### config.mk
export PLATFORM = sky130hd
export DESIGN_NAME = ama_riscv_scoreboard_flat
export DESIGN_NICKNAME = d
export VERILOG_FILES = /design/src/rtl/ama_riscv_scoreboard_if.sv /design/src/rtl/ama_riscv_scoreboard.sv /design/src/flat_wrapper.sv
export SDC_FILE = /design/constraint.sdc
export NUM_CORES = 1
export LEC_CHECK = 0
export ABC_CLOCK_PERIOD_IN_PS = 19300
export CORE_MARGIN = 5
export CORE_UTILIZATION = 50
export CTS_CLUSTER_SIZE = 14
export DETAILED_ROUTE_END_ITERATION = 8
export PLACE_DENSITY = 0.85
export SLEW_MARGIN = 20
export SYNTH_ARGS = -nofsm -noshare
export SYNTH_HDL_FRONTEND = slang
export SYNTH_SLANG_ARGS = --single-unit
### constraint.sdc
create_clock -name clk -period 19.3 [get_ports clk]
set_input_delay 3.86 -clock clk [delete_from_list [all_inputs] [get_ports clk]]
set_output_delay 3.86 -clock clk [all_outputs]
set_load 0.1 [all_outputs]
### src/rtl/ama_riscv_scoreboard_if.sv
// Issue/ID/flush/writeback bundle of the long-latency scoreboard.
// The master side drives pipeline events; the slave side (scoreboard) returns hazard state.
interface ama_riscv_scoreboard_if;
    logic        issue_valid;
    logic [4:0]  issue_rd;
    logic        issue_reg_we;
    logic        issue_long;
    logic [4:0]  rs1_id;
    logic [4:0]  rs2_id;
    logic        rs1_used;
    logic        rs2_used;
    logic        flush_ex;
    logic        wb_valid;
    logic [4:0]  wb_rd;
    logic        stall_id;
    logic [31:0] busy_vec;
    logic [5:0]  pending_cnt;
    logic        wb_err;
    logic [31:0] stall_cycles;

    modport master (
        output issue_valid, issue_rd, issue_reg_we, issue_long,
        output rs1_id, rs2_id, rs1_used, rs2_used, flush_ex, wb_valid, wb_rd,
        input  stall_id, busy_vec, pending_cnt, wb_err, stall_cycles
    );

    modport slave (
        input  issue_valid, issue_rd, issue_reg_we, issue_long,
        input  rs1_id, rs2_id, rs1_used, rs2_used, flush_ex, wb_valid, wb_rd,
        output stall_id, busy_vec, pending_cnt, wb_err, stall_cycles
    );
endinterface

### src/rtl/ama_riscv_scoreboard.sv
// Pending-register scoreboard for long-latency producers; stalls ID on RAW/WAW hazards.
// Optional stall counter enabled by defining AMA_RISCV_SCOREBOARD_PERF_CNT_EN.
module ama_riscv_scoreboard (
    input  logic                  clk,
    input  logic                  rst_n,
    ama_riscv_scoreboard_if.slave sb
);
    logic [31:0] r_busy;
    logic [5:0]  r_pending;
    logic        r_wb_err;
    logic [4:0]  r_last_rd;
    logic        r_last_v;

    logic        w_wb_hit;
    logic        w_haz_rs1;
    logic        w_haz_rs2;
    logic        w_haz_waw;
    logic        w_stall;
    logic        w_alloc;
    logic        w_flush_hit;
    logic        w_wb_err_set;
    logic [31:0] w_busy_nxt;

    // A same-cycle writeback is bypassed through the write-through register file.
    function automatic logic pending_hazard(input logic [31:0] busy, input logic [4:0] rs,
                                            input logic wb_v, input logic [4:0] wb_rd);
        return (rs != 5'd0) && busy[rs] && !(wb_v && (wb_rd == rs));
    endfunction

    function automatic logic [5:0] popcount32(input logic [31:0] v);
        logic [5:0] c;
        c = '0;
        for (int i = 0; i < 32; i++) c = c + {5'd0, v[i]};
        return c;
    endfunction

    always_comb begin
        w_wb_hit    = sb.wb_valid && (sb.wb_rd != 5'd0);
        w_haz_rs1   = sb.rs1_used && pending_hazard(r_busy, sb.rs1_id, sb.wb_valid, sb.wb_rd);
        w_haz_rs2   = sb.rs2_used && pending_hazard(r_busy, sb.rs2_id, sb.wb_valid, sb.wb_rd);
        w_haz_waw   = sb.issue_valid && sb.issue_reg_we &&
                      pending_hazard(r_busy, sb.issue_rd, sb.wb_valid, sb.wb_rd);
        w_stall     = w_haz_rs1 || w_haz_rs2 || w_haz_waw;
        w_alloc     = sb.issue_valid && sb.issue_reg_we && sb.issue_long &&
                      (sb.issue_rd != 5'd0) && !w_stall;
        w_flush_hit = sb.flush_ex && r_last_v;
        w_wb_err_set = w_wb_hit && !r_busy[sb.wb_rd] &&
                       !(w_alloc && (sb.issue_rd == sb.wb_rd)) &&
                       !(w_flush_hit && (r_last_rd == sb.wb_rd));
    end

    // Clear before set so a same-cycle allocation wins over a release or flush.
    always_comb begin
        w_busy_nxt = r_busy;
        if (w_flush_hit) w_busy_nxt[r_last_rd] = 1'b0;
        if (w_wb_hit)    w_busy_nxt[sb.wb_rd]  = 1'b0;
        if (w_alloc)     w_busy_nxt[sb.issue_rd] = 1'b1;
        w_busy_nxt[0] = 1'b0;
    end

    always_ff @(posedge clk) begin
        if (!rst_n) begin
            r_busy    <= '0;
            r_pending <= '0;
            r_wb_err  <= 1'b0;
            r_last_v  <= 1'b0;
            r_last_rd <= '0;
        end else begin
            r_busy    <= w_busy_nxt;
            r_pending <= popcount32(w_busy_nxt);
            if (w_wb_err_set) r_wb_err <= 1'b1;
            if (sb.issue_valid) begin
                r_last_v <= w_alloc;
                if (w_alloc) r_last_rd <= sb.issue_rd;
            end else if (w_flush_hit) begin
                r_last_v <= 1'b0;
            end
        end
    end

`ifdef AMA_RISCV_SCOREBOARD_PERF_CNT_EN
    logic [31:0] r_stall_cycles;

    always_ff @(posedge clk) begin
        if (!rst_n) begin
            r_stall_cycles <= '0;
        end else if (w_stall && (r_stall_cycles != 32'hFFFF_FFFF)) begin
            r_stall_cycles <= r_stall_cycles + 32'd1;
        end
    end

    assign sb.stall_cycles = r_stall_cycles;
`else
    assign sb.stall_cycles = '0;
`endif

    assign sb.stall_id    = w_stall;
    assign sb.busy_vec    = r_busy;
    assign sb.pending_cnt = r_pending;
    assign sb.wb_err      = r_wb_err;
endmodule

### src/flat_wrapper.sv
// flat-port wrapper written by rule: the top's interface ports become plain ports
module ama_riscv_scoreboard_flat 
  (clk, rst_n, sb_issue_valid, sb_issue_rd, sb_issue_reg_we, sb_issue_long, sb_rs1_id, sb_rs2_id, sb_rs1_used, sb_rs2_used, sb_flush_ex, sb_wb_valid, sb_wb_rd, sb_stall_id, sb_busy_vec, sb_pending_cnt, sb_wb_err, sb_stall_cycles);
  ama_riscv_scoreboard_if sb_i ();
  input  logic clk;
  input  logic rst_n;
  input wire logic [$bits(sb_i.issue_valid)-1:0] sb_issue_valid;
  input wire logic [$bits(sb_i.issue_rd)-1:0] sb_issue_rd;
  input wire logic [$bits(sb_i.issue_reg_we)-1:0] sb_issue_reg_we;
  input wire logic [$bits(sb_i.issue_long)-1:0] sb_issue_long;
  input wire logic [$bits(sb_i.rs1_id)-1:0] sb_rs1_id;
  input wire logic [$bits(sb_i.rs2_id)-1:0] sb_rs2_id;
  input wire logic [$bits(sb_i.rs1_used)-1:0] sb_rs1_used;
  input wire logic [$bits(sb_i.rs2_used)-1:0] sb_rs2_used;
  input wire logic [$bits(sb_i.flush_ex)-1:0] sb_flush_ex;
  input wire logic [$bits(sb_i.wb_valid)-1:0] sb_wb_valid;
  input wire logic [$bits(sb_i.wb_rd)-1:0] sb_wb_rd;
  output wire logic [$bits(sb_i.stall_id)-1:0] sb_stall_id;
  output wire logic [$bits(sb_i.busy_vec)-1:0] sb_busy_vec;
  output wire logic [$bits(sb_i.pending_cnt)-1:0] sb_pending_cnt;
  output wire logic [$bits(sb_i.wb_err)-1:0] sb_wb_err;
  output wire logic [$bits(sb_i.stall_cycles)-1:0] sb_stall_cycles;
  assign sb_i.issue_valid = sb_issue_valid;
  assign sb_i.issue_rd = sb_issue_rd;
  assign sb_i.issue_reg_we = sb_issue_reg_we;
  assign sb_i.issue_long = sb_issue_long;
  assign sb_i.rs1_id = sb_rs1_id;
  assign sb_i.rs2_id = sb_rs2_id;
  assign sb_i.rs1_used = sb_rs1_used;
  assign sb_i.rs2_used = sb_rs2_used;
  assign sb_i.flush_ex = sb_flush_ex;
  assign sb_i.wb_valid = sb_wb_valid;
  assign sb_i.wb_rd = sb_wb_rd;
  assign sb_stall_id = sb_i.stall_id;
  assign sb_busy_vec = sb_i.busy_vec;
  assign sb_pending_cnt = sb_i.pending_cnt;
  assign sb_wb_err = sb_i.wb_err;
  assign sb_stall_cycles = sb_i.stall_cycles;
  ama_riscv_scoreboard u_core (.clk(clk), .rst_n(rst_n), .sb(sb_i));
endmodule
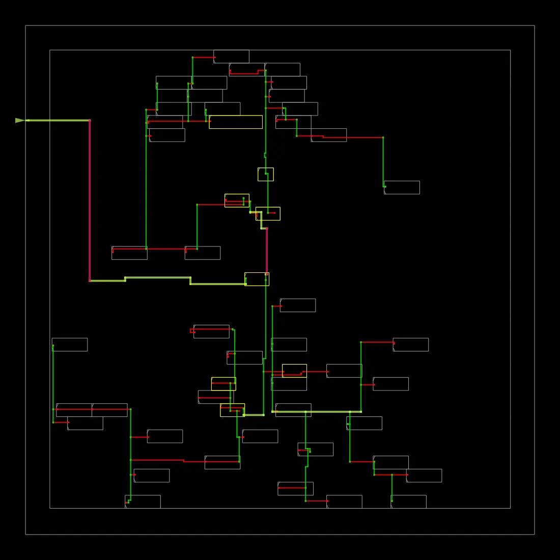
Fig. 1. Clock routing.
Worst-Skew Late Latency: 0.30 ns
FFs & Latches: 44

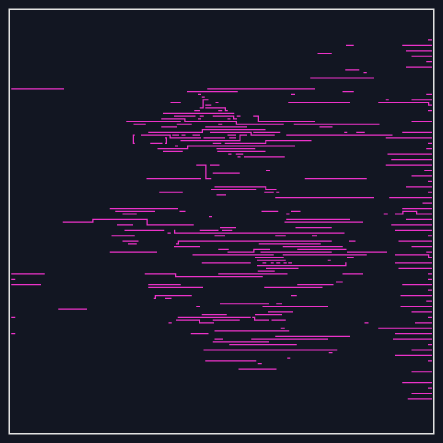
Fig. 2. The metal 3 layer.
(4 px per µm)
main direction	horizontal
share of all routed wire	11%
wire length on this layer	1720 µm
nets with wire on the layer	154
global routing usage on met3: 4.654%
DR vias: 4372
drt total wl: 15530 µm

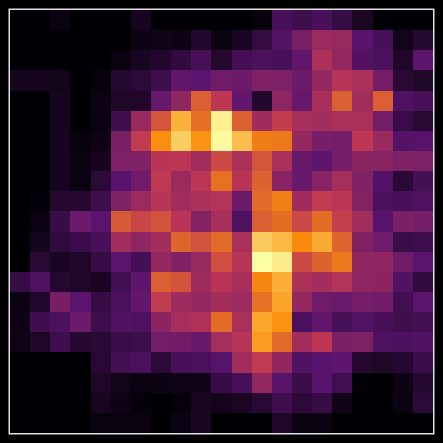
Fig. 3. Routed metal per tile.
(4 px per µm) The die is cut into 21 by 21 equal tiles; black is low, pale yellow is high, scaled to the fullest tile. Values are wire area over tile area, all layers added.
mean over tiles	0.24
nearly empty tiles	17%
densest ninth of the die	center
emptiest ninth of the die	upper left
tiles over half the peak	14%
fullest tile	0.94
Total GRT Usage: 27.95%
drt wl/cell: 24.30 µm

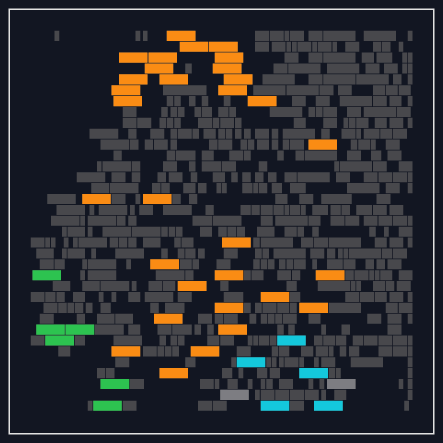
Fig. 4. Register map, names as in the netlist.
(4 px per µm) Other sequential cells in the stronger gray, the rest of the logic in the fainter gray.
color	signal	flops
orange	`u_core.sb.busy_vec`	31
cyan	`u_core.r_last_rd`	5
green	`u_core.sb.pending_cnt`	6
register area: 880.8 µm²
sequential share of cell area: 16.83%
post-layout util: 57.46%
Seq. pwr: 93.6 µW

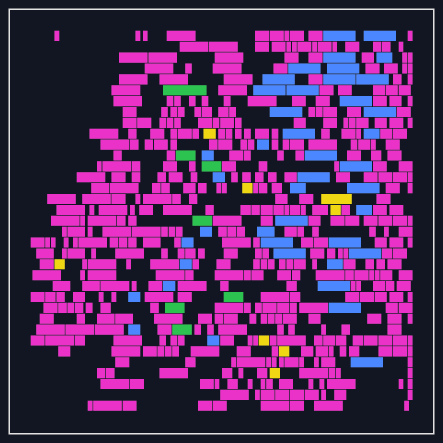
Fig. 5. Cells by drive strength.
(4 px per µm)
color	size	cells	share	most used
blue	drive 2	42	8.0%	mux4_2
magenta	drive 1 or less	471	89%	clkdlybuf4s50_1
yellow	drive 3 to 4	8	1.5%	buf_4
green	drive 6 and up	7	1.3%	clkbuf_8
bufs w/o clock: 73
worst setup margin: 7.508 ns

==> flow_summary.json <==
{
  "cts_buffer_depth": 2,
  "synth_cell_types": 51,
  "fp_util_pct": 50.32,
  "clkPwrFrac_pct": 31.0,
  "syn_area_um2": 4583,
  "worstPathRequired_ns": 19.50,
  "syn_inst": 497,
  "initialDrtViolationCount": 564,
  "maxCapViolCount": 0,
  "maxSlewHeadroom_pct": 32.62,
  "lay_top_count": "clkdlybuf4s50_1",
  "post-route-drc-count": 0,
  "topCellsByArea": "dfxtp_1 19%, mux4_2 13%, fa_1 10%",
  "drt_pre_antenna_iters": 6,
  "cts.repair.resized": 0,
  "netSwitchingPower_uw": 96.73,
  "synth-edff-count": 0,
  "die_y_um": 105.7,
  "cellLeakagePower_uw": 0.001917,
  "syn_to_final_growth_pct": 14.20,
  "ff_type": "dfxtp_1",
  "rows": 35,
  "finalHoldViolations": 0,
  "cts_hold_buf": 0,
  "power_frac_seq_pct": 37.6,
  "rsz0062_at_grt": "no",
  "ys_area_um2": 4583,
  "grt_pass1_wl_um": 24550,
  "finalSetupViolations": 0,
  "fin_crit_ns": 11.79,
  "cts_made_buffers": 5,
  "max_clock_freq_mhz": 84.80,
  "warning_count": 26,
  "status": "finished, final reports clean",
  "power_frac_comb_pct": 31.5,
  "root_buffer": "clkbuf_8",
  "skew_ns": 0.01199,
  "nets": 588,
  "ys_seq_share_pct": 19.22,
  "top_cell_area_share_pct": 19.22,
  "grt_antenna_before_repair": 0,
  "finalCritPeriodShare_pct": 61.10,
  "worstPathArrival_ns": 12.00,
  "tightest_slew_ns": 1.003,
  "clkTransAtPathRegs_ns": 0.10,
  "htree_levels": 2,
  "synth-xor-area-share_pct": 4.204,
  "setup-tns-final_ns": 0,
  "startpoint_type": "input port",
  "fill_cells": 795,
  "setup.worst_path.end_class": "flip-flop",
  "criticalPathCategory": "input port to flip-flop",
  "grt_max_degree": 70,
  "syn_area_per_cell_um2": 9.222,
  "top_logic_kind": "AND-OR/OR-AND gates",
  "die_area_um2": 11180,
  "final_cell_mix": "67 x clkdlybuf4s50_1, 44 x dfxtp_1, 35 x a21oi_1",
  "grt_pass1_vias": 4311,
  "final_antenna_net_count": 0,
  "cts_tree": "done",
  "crit_fanout": 69,
  "cts_setup_buffers": 0,
  "peakVddDrop_mv": 0.03161,
  "dp_hpwl_um": 11210
}
## path summary, 6_finish.rpt
kind,startpoint,end,slack [ns],cells after the start
hold reg to reg,u_core.sb.wb_err,u_core.sb.wb_err,0.50,2
setup reg to reg,u_core.sb.busy_vec[24],u_core.sb.pending_cnt[4],11.69,22
hold / removal,u_core.sb.wb_err,u_core.sb.wb_err,0.50,2
setup / recovery,sb_issue_rd[0],u_core.sb.pending_cnt[4],7.51,23
## critical path, cell delays in order
cell             delay [ns]
clkdlybuf4s50_1        0.92
mux4_2                 0.60
a22o_1                 0.26
a221o_1                0.26
o221a_1                0.30
nor4_4                 0.25
buf_4                  0.60
a31o_2                 0.27
ha_1                   0.23
inv_1                  0.09
fa_1                   0.42
fa_1                   0.51
fa_1                   0.52
fa_1                   0.53
fa_1                   0.56
inv_1                  0.06
fa_1                   0.46
ha_1                   0.22
fa_1                   0.41
a21o_1                 0.18
a21oi_1                0.18
xnor2_1                0.09
and2_1                 0.15
## power groups by stage
stage	clock [µW]	sequential [µW]	combinational, µW
after floorplan	0	99.9	62.5
after global placement	0	95.6	76.3
after detailed placement	0	95.6	77.0
after CTS	77.6	93.5	77.3
after global routing	81.1	93.7	81.8
final	77.1	93.6	78.4
## final cells by class
cell class,count,area share (%)
timing repair buffer,73,13.67
clock inverter,2,0.7411
tap,111,2.654
inverter,23,1.650
sequential,44,16.83
multi-input combinational,380,62.87
clock buffer,6,1.578
## metal layers
| metal | share of wire [%] | track usage [%] | vias up | routed length [µm] |
|---|---|---|---|---|
| met5 | 0 | 0 | - | 0 |
| met3 | 11 | 4.654 | 82 | 1720 |
| met1 | 39 | 37.69 | 2068 | 5985 |
| met4 | 5.5 | 13.32 | 0 | 855 |
| met2 | 45 | 43.67 | 367 | 6963 |
| li1 | - | - | 1855 | - |
## sequential cells by signal, summed over array words and instances (netlist names)
name                   count
u_core.sb.pending_cnt      6
u_core.sb.wb_err           1
u_core.sb.busy_vec        31
u_core.r_last_v            1
u_core.r_last_rd           5
## metrics by stage
step,hold WS (ns),instances,area [µm²],power (µW)
6_report,0.4991,639,5234,249.0
5_1_grt,0.5357,639,5234,256.6
4_1_cts,0.5013,639,5229,248.4
3_5_place_dp,0.4734,631,5107,172.6
3_3_place_gp,0.4611,631,5107,171.9
2_1_floorplan,0.4851,529,4703,162.5
## synth_stat cells (7+ instances only)
library cell  count
xor2_1            7
xnor2_1          15
buf_4            33
and2_1            8
o21ai_0          34
inv_1            23
a31o_2            7
mux4_2           26
fa_1             23
nor3_1            7
nor2_1            8
clkbuf_1         28
nand2_1          23
nor3b_1           9
a31oi_1          24
a21oi_1          35
buf_1            11
ha_1              9
mux2i_1          15
buf_2             9
a32o_1           31
dfxtp_1          44
## cell families (layout without fill, tap and decap cells)
group / after synthesis / in the layout
buffers and inverters: 105 / 104
XOR/XNOR: 22 / 22
AND/OR/NAND/NOR: 92 / 92
other: 1 / 33
AND-OR/OR-AND: 156 / 156
multiplexers: 45 / 45
adder cells (fa/ha/maj): 32 / 32
flip-flops: 44 / 44
Power is estimated from default activity; no workload was simulated.
